==> images/layer_met1.png <==
Scale bar: 20 um.
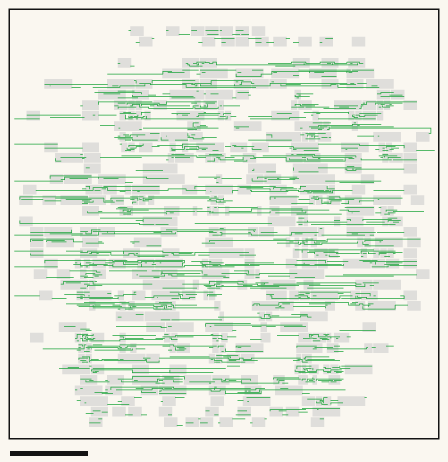
==> images/layer_met2.png <==
Scale bar: 20 um.
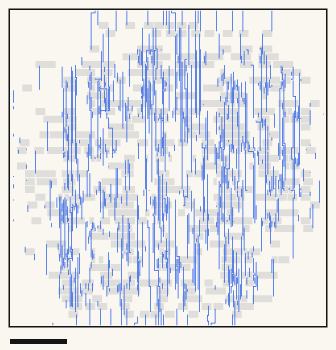
==> images/layer_met3.png <==
Scale bar: 20 um.
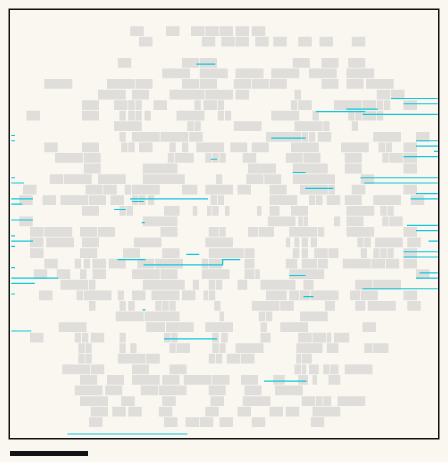
==> images/io_placement.png <==
Scale bar: 20 um. Pins as bars across the die edge, other pins in grey.
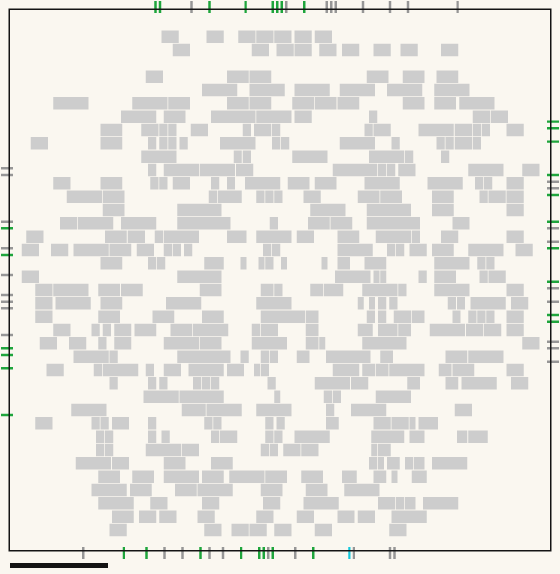
==> config.mk <==
export PLATFORM = sky130hd
export DESIGN_NAME = pipe_skid_reg
export DESIGN_NICKNAME = d
export VERILOG_FILES = /design/src/rtl/pipe_skid_reg.sv
export SDC_FILE = /design/constraint.sdc
export NUM_CORES = 1
export LEC_CHECK = 0
export CAP_MARGIN = 20
export CORE_MARGIN = 2
export CORE_UTILIZATION = 30
export DETAILED_ROUTE_END_ITERATION = 12
export GPL_ROUTABILITY_DRIVEN = 0
export GPL_TIMING_DRIVEN = 0
export HOLD_SLACK_MARGIN = 0.03
export PLACE_DENSITY = 0.49
export SLEW_MARGIN = 10
export SYNTH_ARGS = -nofsm -noshare
export SYNTH_HDL_FRONTEND = slang
export SYNTH_SLANG_ARGS = --single-unit
==> constraint.sdc <==
create_clock -name clk -period 2.2 [get_ports clk]
set_clock_uncertainty 0.2 [all_clocks]
set_input_delay 0.44 -clock clk [delete_from_list [all_inputs] [get_ports clk]]
set_output_delay 0.44 -clock clk [all_outputs]
set_load 0.03 [all_outputs]
==> results.py <==
# Physical implementation metrics
metrics = {
    "logic_synthesis": {
        "syn_nets": 354,
        "edf_count": 0,
        "ff_type": "dfxtp_1",
        "yosysSeqAreaShare_pct": 40.3,
        "synthTopCellsByCount": "dfxtp_1, a211oi_2, o21ai_0",
        "top_area_share_pct": 40.3,
        "ys_top_cells_by_area": "dfxtp_1, a211oi_2, mux2i_1",
        "yosys-stat-area_um2": 3380,
        "ys_cells": 318,
        "ys.flops": 68,
        "syn-instance-count": 318,
        "synthDistinctLibCells": 28,
        "yosysTopAreaCell": "dfxtp_1",
        "syn_avg_cell_area_um2": 10.6,
    },
    "die": {
        "fp_util_pct": 30.9,
        "die_area_um2": 12100,
        "row_count": 38,
        "tap_cells": 140,
    },
    "finish": {
        "logic_gates": 210,
        "final-nonclk-buf-share_pct": 21.3,
        "diodes": 0,
        "drive_above_1_share_pct": 26.1,
        "n_fill_cell": 1099,
        "regArea_um2": 1360,
        "signal_buffers": 107,
        "nets": 434,
        "clkbuf_count": 11,
        "fin_cells": 543,
        "n_all_inverters": 2,
        "area_dominant_class": "combinational gates",
        "design_area_um2": 4610,
        "sh_comb_area_pct": 37.4,
        "fin_util_pct": 42.1,
        "flop-count": 68,
        "logic_area_um2": 1720,
    },
    "global_routing": {
        "grt_pass1_vias": 2775,
        "busiest_layer": "met2",
        "grtUsageTotal_pct": 16.2,
        "antenna_found_initial": 0,
        "gr-total-overflow": 0,
    },
    "power": {
        "p_total_mw": 4.26,
        "maxPowerGroup": "clock",
        "p_leak_nw": 1.76,
        "p_clk_share_pct": 40.7,
        "pwr-share-seq_pct": 33.6,
        "pwr-share-comb_pct": 25.7,
        "p_int_mw": 3.01,
        "swShare_pct": 29.5,
        "ir_worst_vdd_v": 0.000364,
        "p_switching_mw": 1.26,
        "power_density_nw_per_um2": 926,
    },
    "setup_path": {
        "slowest_delay_ns": 0.72,
        "cp.arrival_ns": 1.49,
        "r2r_slack_ns": 0.42,
        "critPathMaxFanout": 5,
        "crit_buf_inv": 1,
        "cpMaxStageDelayCell": "clkdlybuf4s50_1",
        "critPathTopFamily": "buffers and inverters",
        "rr_worst_depth": 4,
        "crit_path_end_kind": "output port",
        "startpoint_type": "flip-flop",
        "crit_chain": "clkdlybuf4s50_1",
    },
    "clock_network": {
        "cts_hold_buf": 0,
        "cts_sinks": 68,
        "cts_resized": 0,
        "path_clk_slew_ns": 0.06,
        "post_cts_buffers": 0,
        "clock_latency_ns": 0.33,
        "cts_buffers": 9,
    },
    "timing": {
        "setup_viol": 0,
        "finalHoldViolCount": 0,
        "finalClockPeriodUsage_pct": 96.9,
        "holdWs_ns": 0.274,
        "max_slew_margin_pct": 49.0,
        "worst_slew_pin_slew_ns": 0.764,
        "slew_viol_final": 0,
        "final.min_clock_period_ns": 2.13,
        "rsz0062_at_grt": "no",
        "setup_tns_ns": 0,
        "setup_ws_ns": 0.0688,
    },
    "detailed_routing": {
        "first_iter_violations": 127,
        "top_layer_used": "met4",
        "drc": 0,
        "drt-vias-per-instance": 5.15,
        "drtAntennaViolNets": 0,
        "met3WireLength_um": 385,
        "drt_pre_antenna_iters": 4,
        "met1_length_um": 4620,
    },
    "placement": {
        "place_area_um2": 4250,
        "pre_cts_ws_ns": -0.160,
    },
    "job": {
        "drv_cap": 0,
        "warnings": 26,
    },
    "status": {
        "run_status": "finished clean",
    },
}
Notes on layer_met1.png above:
main direction: horizontal
wire length on this layer: 4620 um
longest straight run: 36.3 um
routed via count: 2795
met1 Use GR: 22.4%
total routed wirelength: 9470 um

Notes on layer_met2.png above:
main direction: vertical
longest straight run: 44.2 um
share of all routed wire: 46%
nets with wire on the layer: 379
met2 Use GR: 25.6%

Notes on layer_met3.png above:
longest straight run: 30.6 um
nets with wire on the layer: 48
main direction: horizontal
wire length on this layer: 386 um
share of all routed wire: 4.1%
global-route track usage on met3: 2.59%

Notes on io_placement.png above:
legend:
  cyan:
    port: arst_n
    pins: 1
    direction: input
    edge: bottom
  green:
    port: in_data
    pins: 32
    direction: input
    edge: 10 right, 8 bottom, 8 top, 6 left
all pins by edge: 19 bottom, 19 right, 17 top, 15 left
I/O Buffers: 69
DIE HEIGHT: 110 um
chip width: 110 um

## logic make-up (layout without fill, tap and decap cells)
kind of cell | Yosys count | count (layout) | share of synthesized area, %
AND-OR/OR-AND | 135 | 135 | 34.5
buffers and inverters | 40 | 125 | 8.84
flip-flops | 68 | 68 | 40.3
multiplexers | 32 | 32 | 9.47
AND/OR/NAND/NOR | 43 | 43 | 6.92
## cell usage in the layout (no fill, tap or decap), types with 2 or more instances in the layout
cell and count:
clkdlybuf4s50_1 69, dfxtp_1 68, a211oi_2 58, o21ai_0 34, nand3_1 33, mux2i_1 32, a21oi_1 32, clkbuf_1 11
buf_4 9, clkbuf_16 9, buf_2 7, buf_6 6, a211oi_1 6, buf_12 3, bufinv_16 3, nand2_1 2
nand3b_1 2, inv_1 2, clkbuf_8 2
Power figures rest on the tool's default switching activity, not on a simulated workload.
